$ cat config.mk
export PLATFORM = sky130hd
export DESIGN_NAME = adc_sample_capture
export DESIGN_NICKNAME = d
export VERILOG_FILES = /design/src/rtl/adc_capture_pkg.sv /design/src/rtl/adc_sample_fifo.sv /design/src/rtl/adc_sample_capture.sv
export SDC_FILE = /design/constraint.sdc
export NUM_CORES = 1
export LEC_CHECK = 0
export CAP_MARGIN = 20
export CORE_UTILIZATION = 49
export CTS_BUF_LIST = sky130_fd_sc_hd__clkbuf_4
export DETAILED_ROUTE_END_ITERATION = 16
export GPL_TIMING_DRIVEN = 1
export HOLD_SLACK_MARGIN = 0.02
export PLACE_DENSITY_LB_ADDON = 0.15
export SLEW_MARGIN = 40
export SYNTH_ARGS = -nofsm -noshare
export SYNTH_HDL_FRONTEND = slang
export SYNTH_SLANG_ARGS = --single-unit
$ cat constraint.sdc
create_clock -name clock -period 5.2 [get_ports clock]
set_input_delay 1.04 -clock clock [delete_from_list [all_inputs] [get_ports clock]]
set_output_delay 1.04 -clock clock [all_outputs]
set_load 0.01 [all_outputs]
$ cat src/rtl/adc_capture_pkg.sv
// Shared widths and helpers for the ADC sample capture path.
package adc_capture_pkg;

  localparam int unsigned DATA_W         = 8;
  localparam int unsigned DIV_W          = 8;
  localparam int unsigned MAX_DECIM_LOG2 = 4;
  localparam int unsigned ACC_W          = DATA_W + MAX_DECIM_LOG2;
  localparam int unsigned DECIM_CFG_W    = 3;
  localparam int unsigned LOG2_W         = $clog2(MAX_DECIM_LOG2 + 1);
  localparam int unsigned WIN_W          = MAX_DECIM_LOG2;
  localparam int unsigned FIFO_DEPTH     = 8;
  localparam int unsigned PTR_W          = $clog2(FIFO_DEPTH);
  localparam int unsigned CNT_W          = PTR_W + 1;

  // Requested decimation clamped to the largest supported window.
  function automatic logic [LOG2_W-1:0] clamp_decim(input logic [DECIM_CFG_W-1:0] cfg);
    if (cfg > DECIM_CFG_W'(MAX_DECIM_LOG2)) return LOG2_W'(MAX_DECIM_LOG2);
    return LOG2_W'(cfg);
  endfunction

  // Window index of the last sample in a 2^n window.
  function automatic logic [WIN_W-1:0] win_last(input logic [LOG2_W-1:0] n);
    logic [WIN_W:0] span;
    span = (WIN_W + 1)'(1) << n;
    return WIN_W'(span - (WIN_W + 1)'(1));
  endfunction

endpackage

$ cat src/rtl/adc_sample_fifo.sv
// Synchronous FIFO for decimated samples; drops pushes only when full without a pop.
module adc_sample_fifo
  import adc_capture_pkg::*;
(
  input  logic              clock,
  input  logic              reset,
  input  logic              push,
  input  logic [DATA_W-1:0] push_data,
  input  logic              pop,
  output logic [DATA_W-1:0] head,
  output logic              empty,
  output logic              full,
  output logic [CNT_W-1:0]  count,
  output logic              drop_c
);

  logic [DATA_W-1:0] mem [FIFO_DEPTH];
  logic [PTR_W-1:0]  rd_ptr;
  logic [PTR_W-1:0]  wr_ptr;
  logic              do_pop;
  logic              do_push;

  assign empty   = (count == '0);
  assign full    = (count == CNT_W'(FIFO_DEPTH));
  assign do_pop  = pop && !empty;
  assign do_push = push && (!full || do_pop);
  assign drop_c  = push && full && !do_pop;
  assign head    = empty ? '0 : mem[rd_ptr];

  always_ff @(posedge clock or posedge reset) begin
    if (reset) begin
      rd_ptr <= '0;
      wr_ptr <= '0;
      count  <= '0;
    end else begin
      if (do_push) wr_ptr <= wr_ptr + PTR_W'(1);
      if (do_pop)  rd_ptr <= rd_ptr + PTR_W'(1);
      count <= count + CNT_W'(do_push) - CNT_W'(do_pop);
    end
  end

  // Storage needs no reset: head is masked while empty.
  always_ff @(posedge clock) begin
    if (do_push) mem[wr_ptr] <= push_data;
  end

endmodule

$ cat src/rtl/adc_sample_capture.sv
// ADC clock divider, mid-period sample capture, boxcar decimation and output FIFO.
module adc_sample_capture
  import adc_capture_pkg::*;
(
  input  logic                   clock,
  input  logic                   reset,
  input  logic                   cfg_en,
  input  logic [DIV_W-1:0]       cfg_div,
  input  logic [DECIM_CFG_W-1:0] cfg_decim_log2,
  input  logic                   cfg_clr_overflow,
  output logic                   adc_clock,
  input  logic [DATA_W-1:0]      adc_data,
  output logic                   out_valid,
  input  logic                   out_ready,
  output logic [DATA_W-1:0]      out_bits,
  output logic [CNT_W-1:0]       fifo_count,
  output logic                   overflow
);

  logic [DIV_W-1:0]  div_cnt;
  logic [DATA_W-1:0] sample_q;
  logic              smp_v;
  logic [ACC_W-1:0]  acc;
  logic [WIN_W-1:0]  win_cnt;
  logic [LOG2_W-1:0] n_q;

  logic              fall_c;
  logic [LOG2_W-1:0] n_eff_c;
  logic              win_done_c;
  logic [ACC_W-1:0]  acc_sum_c;
  logic [DATA_W-1:0] result_c;
  logic              push_c;
  logic              drop_c;
  logic              empty;
  logic              full;

  // Capture on the edge that takes adc_clock low, when ADC data is stable.
  assign fall_c     = cfg_en && (div_cnt == cfg_div) && adc_clock;
  assign n_eff_c    = (win_cnt == '0) ? clamp_decim(cfg_decim_log2) : n_q;
  assign win_done_c = (win_cnt == win_last(n_eff_c));
  assign acc_sum_c  = acc + ACC_W'(sample_q);
  assign result_c   = DATA_W'(acc_sum_c >> n_eff_c);
  assign push_c     = cfg_en && smp_v && win_done_c;

  always_ff @(posedge clock or posedge reset) begin
    if (reset) begin
      div_cnt   <= '0;
      adc_clock <= 1'b0;
    end else if (!cfg_en) begin
      div_cnt   <= '0;
      adc_clock <= 1'b0;
    end else if (div_cnt == cfg_div) begin
      div_cnt   <= '0;
      adc_clock <= ~adc_clock;
    end else begin
      div_cnt   <= div_cnt + DIV_W'(1);
    end
  end

  always_ff @(posedge clock or posedge reset) begin
    if (reset) begin
      sample_q <= '0;
      smp_v    <= 1'b0;
    end else begin
      smp_v <= fall_c;
      if (fall_c) sample_q <= adc_data;
    end
  end

  // Window size is latched on its first sample so a mid-window cfg change is ignored.
  always_ff @(posedge clock or posedge reset) begin
    if (reset) begin
      acc     <= '0;
      win_cnt <= '0;
      n_q     <= '0;
    end else if (!cfg_en) begin
      acc     <= '0;
      win_cnt <= '0;
    end else if (smp_v) begin
      if (win_cnt == '0) n_q <= n_eff_c;
      if (win_done_c) begin
        acc     <= '0;
        win_cnt <= '0;
      end else begin
        acc     <= acc_sum_c;
        win_cnt <= win_cnt + WIN_W'(1);
      end
    end
  end

  always_ff @(posedge clock or posedge reset) begin
    if (reset)                 overflow <= 1'b0;
    else if (drop_c)           overflow <= 1'b1;
    else if (cfg_clr_overflow) overflow <= 1'b0;
  end

  adc_sample_fifo u_fifo (
    .clock     (clock),
    .reset     (reset),
    .push      (push_c),
    .push_data (result_c),
    .pop       (out_ready),
    .head      (out_bits),
    .empty     (empty),
    .full      (full),
    .count     (fifo_count),
    .drop_c    (drop_c)
  );

  assign out_valid = !empty;

endmodule

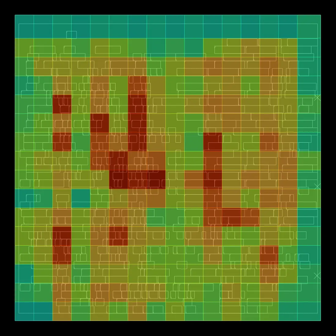
(images/congestion_map.png)
grt met1 use: 29.1%
Post-Route Utilization: 57.6%

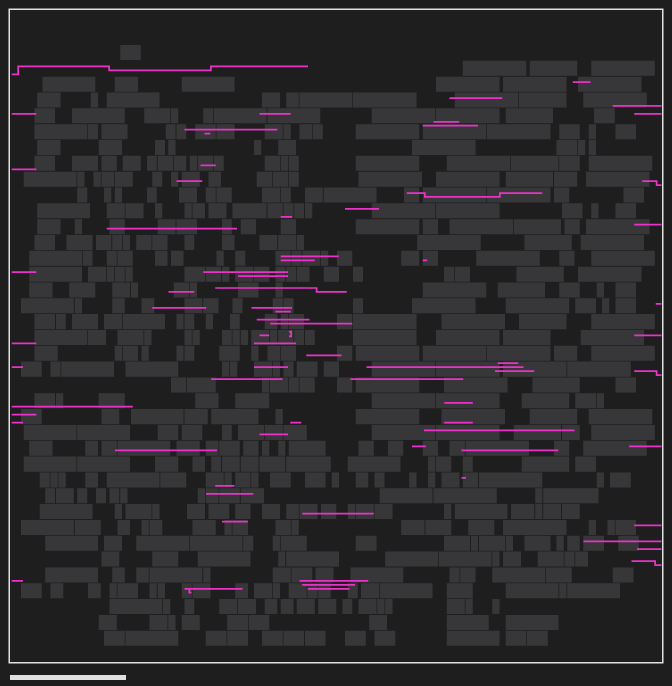
(images/m3.png)
Scale bar: 20 µm.
59 nets have wire on it. The longest straight run is 26.7 µm. The layer holds 4.9% of the routed length. The layer carries 602 µm of wire.

==> flow_summary.toml <==
# generated from flow reports
[layout]
buf_share_pct = 7.49
inv_count = 24
area_growth_syn_to_layout_pct = 12.7
comb_area_um2 = 2640
drive_gt1_share_pct = 15.4
diodes = 0
combAreaFraction_pct = 39.5
nFillCells = 988
final_cell_count_no_fill = 681

[clock_network]
path_clk_slew_ns = 0.18
cts_made_buffers = 9

[sta]
grt_setup_unrepaired = "no"
fin_crit_sh_pct = 83.6
setup_viol = 0
setup_ws_ns = 0.852
worst_slew_pin_slew_ns = 0.797
fmax_ghz = 0.230
setup_tns_ns = 0

[logic_synthesis]
most_common_cell = "edfxtp_1"
yosys-stat-cells = 485
area_leaders = "edfxtp_1 (32%), dfrtp_1 (20%), mux4_2 (6.1%), ha_1 (4.2%), xor2_1 (3.1%)"
floorplan.nets = 531
yosys-top-cells-count = "edfxtp_1 (64), dfrtp_1 (48), nor2_1 (41)"
syn_area_um2 = 5930

[placement]
dp_slack_ns = 0.301
port_buffers = 38

[grt]
grt_use_total_pct = 21.4
grt_pass1_wl_mm = 20.6
antenna_found_initial = 0

[floorplanning]
dieArea_um2 = 12500
row_count = 39
io_pins = 39
tapCellCount = 143
initial_core_util_pct = 51.1

[run_status]
status = "finished, violations left"
violations = "design-rule violations"

[worst_setup_path]
worstPathArrival_ns = 4.55
crit_chain = "clkdlybuf4s50_1, or3b_2, mux2i_1, nand2_1, ha_1, xor2_1, mux2_2, o22ai_2, nor2_1, nor3_1, buf_4, and3b_1"
path_max_fanout = 8
critPathRequiredTime_ns = 5.40
cp_slowest_stage_delay_ns = 0.52

[routing]
drc = 3
vias = 3962

[pwr]
irDropWorstVdd_v = 0.000190

[run]
cap_violations = 0
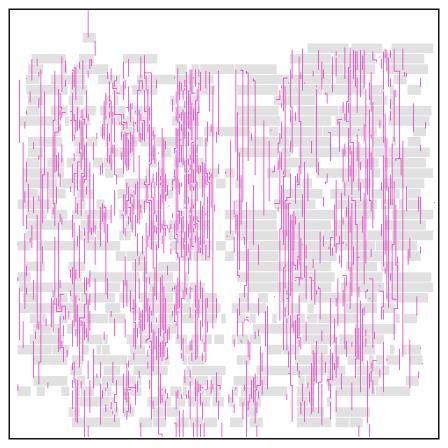
(images/m2.png)
The wires run mostly vertical. 483 nets have wire on it.

-- final timing paths --
kind / slack, ns / start / endpoint / depth (start not counted)
min in group asynchronous: 0.94 / reset / u_fifo.wr_ptr[1] / 2
max in group asynchronous: 3.85 / reset / u_fifo.rd_ptr[0] / 2
setup / recovery: 0.85 / cfg_decim_log2[2] / u_fifo.mem[4][2] / 12
hold / removal: 0.52 / acc[5] / acc[5] / 2
hold reg to reg: 0.52 / acc[5] / acc[5] / 2
setup reg to reg: 1.04 / win_cnt[0] / u_fifo.mem[4][2] / 13
-- power by group --
group | leakage [nW] | internal, mW | switching (mW) | total, mW
Clock | 0.0818 | 0.117 | 0.329 | 0.446
Sequential | 1.24 | 0.978 | 0.0941 | 1.07
Combinational | 1.29 | 0.350 | 0.234 | 0.584
Total | 2.61 | 1.45 | 0.657 | 2.10
-- stage by stage --
stage | power (mW) | util, % | hold WS [ns]
final | 2.10 | 57.6 | 0.522
after global routing | 2.22 | 57.6 | 0.555
after CTS | 2.12 | 57.4 | 0.524
after detailed placement | 1.69 | 56.1 | 0.486
after global placement | 1.67 | 56.1 | 0.473
after floorplan | 1.45 | - | 0.454
-- critical path: cells and delay by family --
kind,cells,cell delay [ns]
AND/OR/NAND/NOR,5,1.30
buffers and inverters,2,0.69
multiplexers,2,0.68
AND-OR/OR-AND,1,0.31
XOR/XNOR,1,0.30
adder cells (fa/ha/maj),1,0.21
-- state kept, by name, indices dropped and copies added, names as in the netlist, 3 cells and up --
name,count
sample_q,8
u_fifo.mem,64
u_fifo.wr_ptr,3
win_cnt,4
u_fifo.rd_ptr,3
acc,12
div_cnt,8
n_q,3
u_fifo.count,4
-- placed cells by master (no fill, tap or decap), types with 10 or more instances in the layout --
master           Yosys  final
a21oi_1             13     13
buf_4                0     14
clkdlybuf4s50_1      0     38
dfrtp_1             48     47
edfxtp_1            64     64
ha_1                20     20
inv_1               24     23
mux2_2              16     16
mux2i_1             14     13
mux4_2              16     16
nand2_1             32     32
nand3_1             13     13
nor2_1              41     40
o21ai_0             19     19
xnor2_1             10     10
xor2_1              21     21
-- per-layer routing --
| metal | track usage, % | routed length, µm | vias to the layer above |
|---|---|---|---|
| li1 | - | - | 1917 |
| met1 | 29.1 | 5710 | 1912 |
| met2 | 33.7 | 5740 | 116 |
| met3 | 4.91 | 602 | 17 |
| met4 | 7.73 | 208 | 0 |
| met5 | 0 | 0 | - |
-- cells by family (layout without fill, tap and decap cells) --
| group | Yosys count | count (layout) | share of synthesized area, % |
|---|---|---|---|
| AND-OR/OR-AND | 97 | 97 | 11.8 |
| XOR/XNOR | 31 | 31 | 4.58 |
| adder cells (fa/ha/maj) | 22 | 22 | 4.89 |
| buffers and inverters | 42 | 95 | 2.95 |
| flip-flops | 112 | 112 | 52.6 |
| multiplexers | 47 | 47 | 11.9 |
| AND/OR/NAND/NOR | 134 | 134 | 11.3 |
No activity file was given, so power comes from the tool's default toggle rates.
